**config.mk**
```make
export PLATFORM = sky130hd
export DESIGN_NAME = coffee_machine_ctrl_flat
export DESIGN_NICKNAME = d
export VERILOG_FILES = /design/src/rtl/coffee_machine_ctrl_if.sv /design/src/rtl/coffee_machine_ctrl.sv /design/src/flat_wrapper.sv
export SDC_FILE = /design/constraint.sdc
export NUM_CORES = 1
export LEC_CHECK = 0
export ABC_AREA = 1
export ABC_CLOCK_PERIOD_IN_PS = 4000
export CAP_MARGIN = 40
export CORE_ASPECT_RATIO = 0.9
export CORE_UTILIZATION = 47
export DETAILED_ROUTE_END_ITERATION = 16
export HOLD_SLACK_MARGIN = 0.03
export SYNTH_ARGS = -nofsm -noshare
export SYNTH_HDL_FRONTEND = slang
export SYNTH_SLANG_ARGS = --single-unit
```
**constraint.sdc**
```tcl
create_clock -name clk -period 4 [get_ports clk]
set_clock_uncertainty 0.2 [all_clocks]
set_input_delay 0.8 -clock clk [delete_from_list [all_inputs] [get_ports clk]]
set_output_delay 0.8 -clock clk [all_outputs]
set_load 0.02 [all_outputs]
```
**src/rtl/coffee_machine_ctrl_if.sv**
```systemverilog
// User-input / status bundle between the panel logic and the coffee recipe sequencer.
// The panel drives start/selector; the sequencer returns its state code and done flag.
interface coffee_machine_ctrl_if;
  logic       start;
  logic [1:0] coffee_sel;
  logic [2:0] state;
  logic       done;

  modport master (output start, output coffee_sel, input state, input done);
  modport slave  (input start, input coffee_sel, output state, output done);
endinterface

```
**src/rtl/coffee_machine_ctrl.sv**
```systemverilog
// Tick-driven recipe sequencer: a DIV-cycle clock-enable paces the stages of the latched recipe.
// Start is captured within one clk edge in IDLE; departure waits for the next tick (1..DIV cycles); no backpressure.
module coffee_machine_ctrl #(
  parameter int unsigned DIV      = 50000000,
  parameter int unsigned T_AGUA   = 3,
  parameter int unsigned T_CAFE   = 2,
  parameter int unsigned T_LECHE  = 2,
  parameter int unsigned T_AZUCAR = 1,
  parameter int unsigned T_CREMA  = 2,
  parameter int unsigned T_END    = 1
) (
  input  logic                 clk,
  input  logic                 reset,
  coffee_machine_ctrl_if.slave bus
);

  typedef enum logic [2:0] {
    S_IDLE   = 3'd0,
    S_AGUA   = 3'd1,
    S_CAFE   = 3'd2,
    S_LECHE  = 3'd3,
    S_AZUCAR = 3'd4,
    S_CREMA  = 3'd5,
    S_END    = 3'd6
  } state_t;

  localparam logic [31:0] DIV_M1 = 32'(DIV - 1);

  logic [31:0] cnt;
  logic        tick;
  state_t      state_q;
  logic        done_q;
  logic [3:0]  timer;
  logic        pending;
  logic [1:0]  recipe;

  assign tick      = ~reset & (cnt == DIV_M1);
  assign bus.state = state_q;
  assign bus.done  = done_q;

  function automatic logic [3:0] dwell(input state_t s);
    case (s)
      S_AGUA:   dwell = 4'(T_AGUA);
      S_CAFE:   dwell = 4'(T_CAFE);
      S_LECHE:  dwell = 4'(T_LECHE);
      S_AZUCAR: dwell = 4'(T_AZUCAR);
      S_CREMA:  dwell = 4'(T_CREMA);
      S_END:    dwell = 4'(T_END);
      default:  dwell = 4'd1;
    endcase
  endfunction

  // Recipe only matters at the CAFE and LECHE branch points.
  function automatic state_t next_of(input state_t s, input logic [1:0] r);
    case (s)
      S_AGUA:   next_of = S_CAFE;
      S_CAFE:   next_of = (r == 2'b00) ? S_END : S_LECHE;
      S_LECHE:  next_of = (r == 2'b01) ? S_AZUCAR : S_CREMA;
      S_AZUCAR: next_of = S_END;
      S_CREMA:  next_of = S_END;
      default:  next_of = S_IDLE;
    endcase
  endfunction

  always_ff @(posedge clk) begin
    if (reset) begin
      cnt     <= '0;
      state_q <= S_IDLE;
      done_q  <= 1'b0;
      timer   <= '0;
      pending <= 1'b0;
      recipe  <= 2'b00;
    end else begin
      cnt <= tick ? '0 : cnt + 32'd1;

      // Capture beats a same-edge tick: pending was 0, so the IDLE branch below stays put.
      if (state_q == S_IDLE && !pending && bus.start) begin
        pending <= 1'b1;
        recipe  <= bus.coffee_sel;
      end

      if (tick) begin
        case (state_q)
          S_IDLE: begin
            if (pending) begin
              pending <= 1'b0;
              if (recipe != 2'b11) begin
                state_q <= S_AGUA;
                timer   <= '0;
              end
            end
          end
          S_AGUA, S_CAFE, S_LECHE, S_AZUCAR, S_CREMA, S_END: begin
            if (timer == dwell(state_q) - 4'd1) begin
              state_q <= next_of(state_q, recipe);
              timer   <= '0;
              done_q  <= (next_of(state_q, recipe) == S_END);
            end else begin
              timer <= timer + 4'd1;
            end
          end
          default: begin
            state_q <= S_IDLE;
            timer   <= '0;
            done_q  <= 1'b0;
          end
        endcase
      end
    end
  end

endmodule

```
**src/flat_wrapper.sv**
```systemverilog
// flat-port wrapper written by rule: the top's interface ports become plain ports
module coffee_machine_ctrl_flat 
#(
  parameter int unsigned DIV      = 50000000,
  parameter int unsigned T_AGUA   = 3,
  parameter int unsigned T_CAFE   = 2,
  parameter int unsigned T_LECHE  = 2,
  parameter int unsigned T_AZUCAR = 1,
  parameter int unsigned T_CREMA  = 2,
  parameter int unsigned T_END    = 1
)
  (clk, reset, bus_start, bus_coffee_sel, bus_state, bus_done);
  coffee_machine_ctrl_if bus_i ();
  input  logic clk;
  input  logic reset;
  input wire logic [$bits(bus_i.start)-1:0] bus_start;
  input wire logic [$bits(bus_i.coffee_sel)-1:0] bus_coffee_sel;
  output wire logic [$bits(bus_i.state)-1:0] bus_state;
  output wire logic [$bits(bus_i.done)-1:0] bus_done;
  assign bus_i.start = bus_start;
  assign bus_i.coffee_sel = bus_coffee_sel;
  assign bus_state = bus_i.state;
  assign bus_done = bus_i.done;
  coffee_machine_ctrl #(.DIV(DIV), .T_AGUA(T_AGUA), .T_CAFE(T_CAFE), .T_LECHE(T_LECHE), .T_AZUCAR(T_AZUCAR), .T_CREMA(T_CREMA), .T_END(T_END)) u_core (.clk(clk), .reset(reset), .bus(bus_i));
endmodule
```
### Metal layers overlaid, run 1

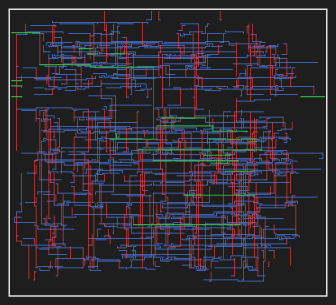
layer	colour	wire length
M3	green	239 um
M2	red	2,050 um
M1	blue	3,100 um
routed wire length: 5390 um
DR vias: 2,225

### Routing congestion map, run 1

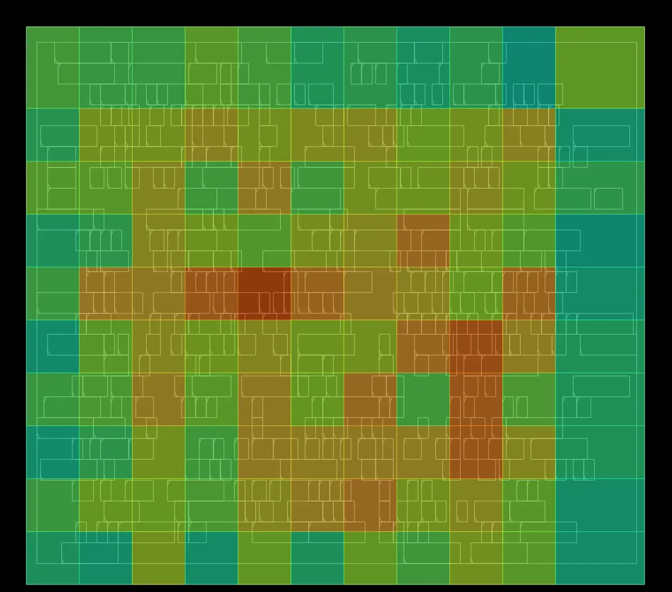
global routing usage on met1: 0.325
wire per inst: 11.7 um
M3 GR Usage: 0.0475

==> results_slide.txt, run 1 <==
Physical Implementation Snapshot

Status
  • Outcome: completed

Pwr
  • Clock group share of total power: 0.430
  • Sequential power: 0.000436 W
  • P_sw: 0.000174 W

Place
  • IO buf count: 8
  • HPWL Detailed: 4270 um

Floorplanning
  • Die W: 80.6 um
  • Ports: 9

Critical path
  • Worst path top cell family by delay: buffers and inverters
  • CP Launch Type: flip-flop
  • Reg2Reg Setup Slack: 1910 ps
  • Worst reg-to-reg path cell count: 10
  • Crit. End Element: output port
  • Arrival time worst endpoint: 1500 ps

Cells and area
  • Fin area: 0.00285 mm^2
  • Area Overhead vs Synth: 9.14%
  • Layout cells sized above 1: 0.158
  • #MultiIn Comb: 276
  • Final Util: 0.536
  • Final nets: 398
  • Count of plain and timing-repair buffers: 8
  • FF+latch area: 861 um^2
  • Layout clock buffers: 6
  • Fill cells: 566

Yosys
  • Seq share, synth: 0.329
  • Yosys warnings: 0
  • Dominant register cell: dfxtp_1
  • Synth Instances: 379
  • Synth cell types: 36
  • Yosys stat cell total: 379
  • Post-synth top area cell: dfxtp_1

Worst hold path
  • Hold Startpoint: u_core.cnt[0]
  • Hold Crit Class: reg -> reg

STA
  • Final WS setup: 1500 ps
  • Fin Setup TNS: 0 ps

Drt
  • Drt initial violations: 105
  • Metal2 WL: 2050 um

Clock tree
  • Num CTS Buffers: 5
### M2 wires, run 1

Cells faint in the background.
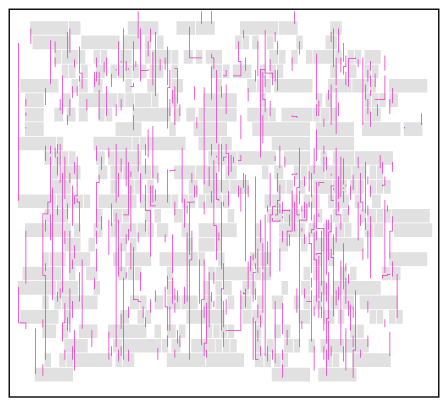
nets with wire on the layer	301
main direction	vertical
wire length on this layer	2,050 um
share of all routed wire	38%
longest straight run	29.6 um
M2 GR Usage: 0.266

[run 1: state kept, by name, summed over array words and instances, names as in the netlist]
register,cells
u_core.bus.done,1
u_core.recipe,2
u_core.bus.state,3
u_core.timer,4
u_core.cnt,32
u_core.pending,1
[run 1: worst min path at each step]
stage                     endpoint  slack (ps)
floorplan            u_core.cnt[0]         230
global placement     u_core.cnt[0]         240
detailed placement   u_core.cnt[0]         250
CTS                 u_core.cnt[31]         270
global route        u_core.pending         290
finish               u_core.cnt[0]         260
[run 1: layout by cell type (no fill, tap or decap), types with 10 or more instances in the layout]
cell type and n:
xor2_1 10, nand2_1 89, inv_1 45, nor2_1 54, nor2_2 10, inv_2 11, a21oi_1 21, nand3_1 21
nor3_1 13, dfxtp_1 43
## Run 2: what changed since run 1
--- a/config.mk
+++ b/config.mk
@@ -6,12 +6,13 @@
 export NUM_CORES = 1
 export LEC_CHECK = 0
 export ABC_AREA = 1
-export ABC_CLOCK_PERIOD_IN_PS = 4000
+export ABC_CLOCK_PERIOD_IN_PS = 2200
 export CAP_MARGIN = 40
 export CORE_ASPECT_RATIO = 0.9
 export CORE_UTILIZATION = 47
 export DETAILED_ROUTE_END_ITERATION = 16
 export HOLD_SLACK_MARGIN = 0.03
+export PLACE_DENSITY = 0.66
 export SYNTH_ARGS = -nofsm -noshare
 export SYNTH_HDL_FRONTEND = slang
 export SYNTH_SLANG_ARGS = --single-unit
==> constraint.sdc (replaced) <==
create_clock -name clk -period 2.2 [get_ports clk]
set_clock_uncertainty 0.2 [all_clocks]
set_input_delay 0.44 -clock clk [delete_from_list [all_inputs] [get_ports clk]]
set_output_delay 0.44 -clock clk [all_outputs]
set_load 0.02 [all_outputs]
==> run 2 against run 1 <==
  * Global-route usage is 0.44 points higher
  * Critical path depth stayed put
  * Sequential share of layout area hardly changed
  * Hold slack worse by 0.93 ps
  * Design area hardly changed
  * Combinational power is 99% higher
  * Final cell count is 0.65% higher
  * Register-to-register slack worse by 1700 ps
  * Sequential power is 82% higher
  * Highest routed layer is now met4
==> results_slide.txt, run 2 <==
Physical Implementation Snapshot

Drt
  • Drt initial violations: 186 (+77%)
  • Metal2 WL: 2050 um (-0.19%)
  • DR vias: 2,230 (+0.22%)
  • Routed length on met3: 173 um

Cells and area
  • Area Overhead vs Synth: 9.19% (about the same)
  • Fill cells: 543 (-4.1%)
  • Top cell excl fill/tap: nand2_1
  • Largest Register: u_core.cnt
  • Layout cells sized above 1: 0.167 (+0.00893)
  • Fin area: 0.00285 mm^2 (about the same)
  • Largest register FFs: 32 (unchanged)

Yosys
  • Yosys stat cell total: 379 (unchanged)
  • Yosys warnings: 0 (unchanged)
  • Synth cell types: 36 (unchanged)
  • Seq share, synth: 0.329 (unchanged)

Critical path
  • Arrival time worst endpoint: 1460 ps (-40 ps)
  • Crit. End Element: output port
  • Reg2Reg Setup Slack: 260 ps (-1650 ps)
  • Worst path top cell family by delay: buffers and inverters
  • CP Launch Type: flip-flop

Place
  • Placed inst area: 0.00277 mm^2
  • IO buf count: 8 (unchanged)

Clock tree
  • Num CTS Buffers: 5 (unchanged)

Floorplanning
  • Ports: 9 (unchanged)

Status
  • Outcome: completed

STA
  • Final WS setup: 103 ps (-1390 ps)
  • Fin Setup TNS: 0 ps (unchanged)

Worst hold path
  • Hold Startpoint: u_core.cnt[31]
  • Hold EP: u_core.cnt[31]
  • Hold Crit Class: reg -> reg

GRT
  • First-pass GRT wire length: 9290 um

Pwr
  • Sequential power: 0.000793 W (+82%)
-- run 2: cell count changes in the layout (fill, tap and decap cells not counted), sizes merged --
| cell | change |
|---|---|
| buf | +4 |
| bufinv | -1 |
-- run 2: cells by family (layout without fill, tap and decap cells) --
family          Yosys count  in the layout  share of synthesized area
compound gates           33             33                     0.0670
xor+xnor                 11             11                     0.0369
fa+ha+maj                 2              2                    0.00957
buf+inv                  60             76                      0.103
flops                    43             43                      0.329
simple gates            230            230                      0.454
-- run 2: cell type report --
class,instances,area (um^2),area share
clock inverters,1,5.00,0.00175
inverters,57,228,0.0798
clock buffers,6,82.6,0.0289
flip-flops and latches,43,862,0.302
multi-input cells,276,1480,0.520
well taps,67,83.8,0.0294
repair buffers,12,110,0.0386
### M2 wires, run 2

Cells faint in the background.
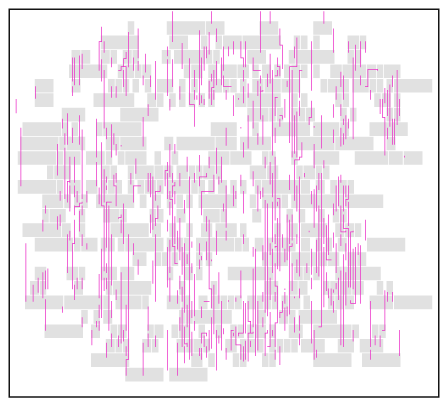
main direction	vertical
nets with wire on the layer	306
wire length on this layer	2,050 um
M2 GR Usage: 0.279
routed wire length: 5370 um

### Clock wires, drivers and flops, run 2

The bar under the picture is 20 um long.
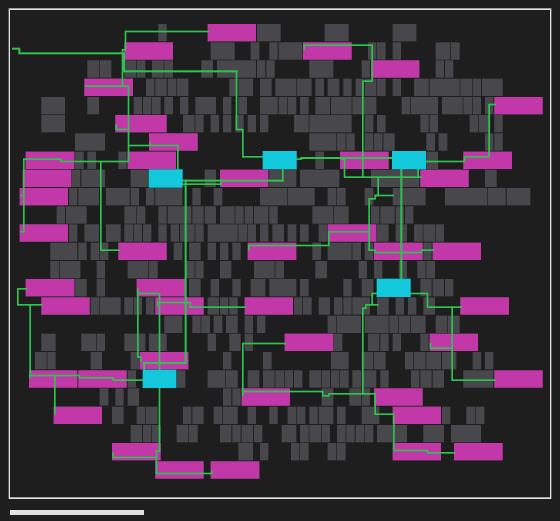
[flip-flops] magenta | count: 43
[clock wires] green | length: 603 um
[clock-net drivers] cyan | count: 5
routed clock nets	6
flops lie	all over the die
Clock group: 0.000522 W
Late-Pin Clk Latency: 300 ps
clock group share of total power: 0.378

### Routing congestion map, run 2

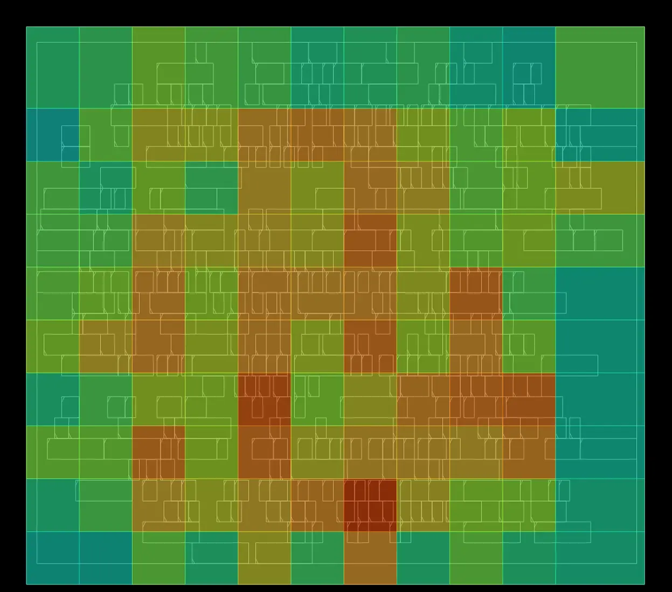
busiest grt layer: met1
Final Util: 0.537
wire per inst: 11.6 um
M3 GR Usage: 0.0450
GR Util All Layers: 0.208

No activity file was given, so power comes from the tool's default toggle rates.
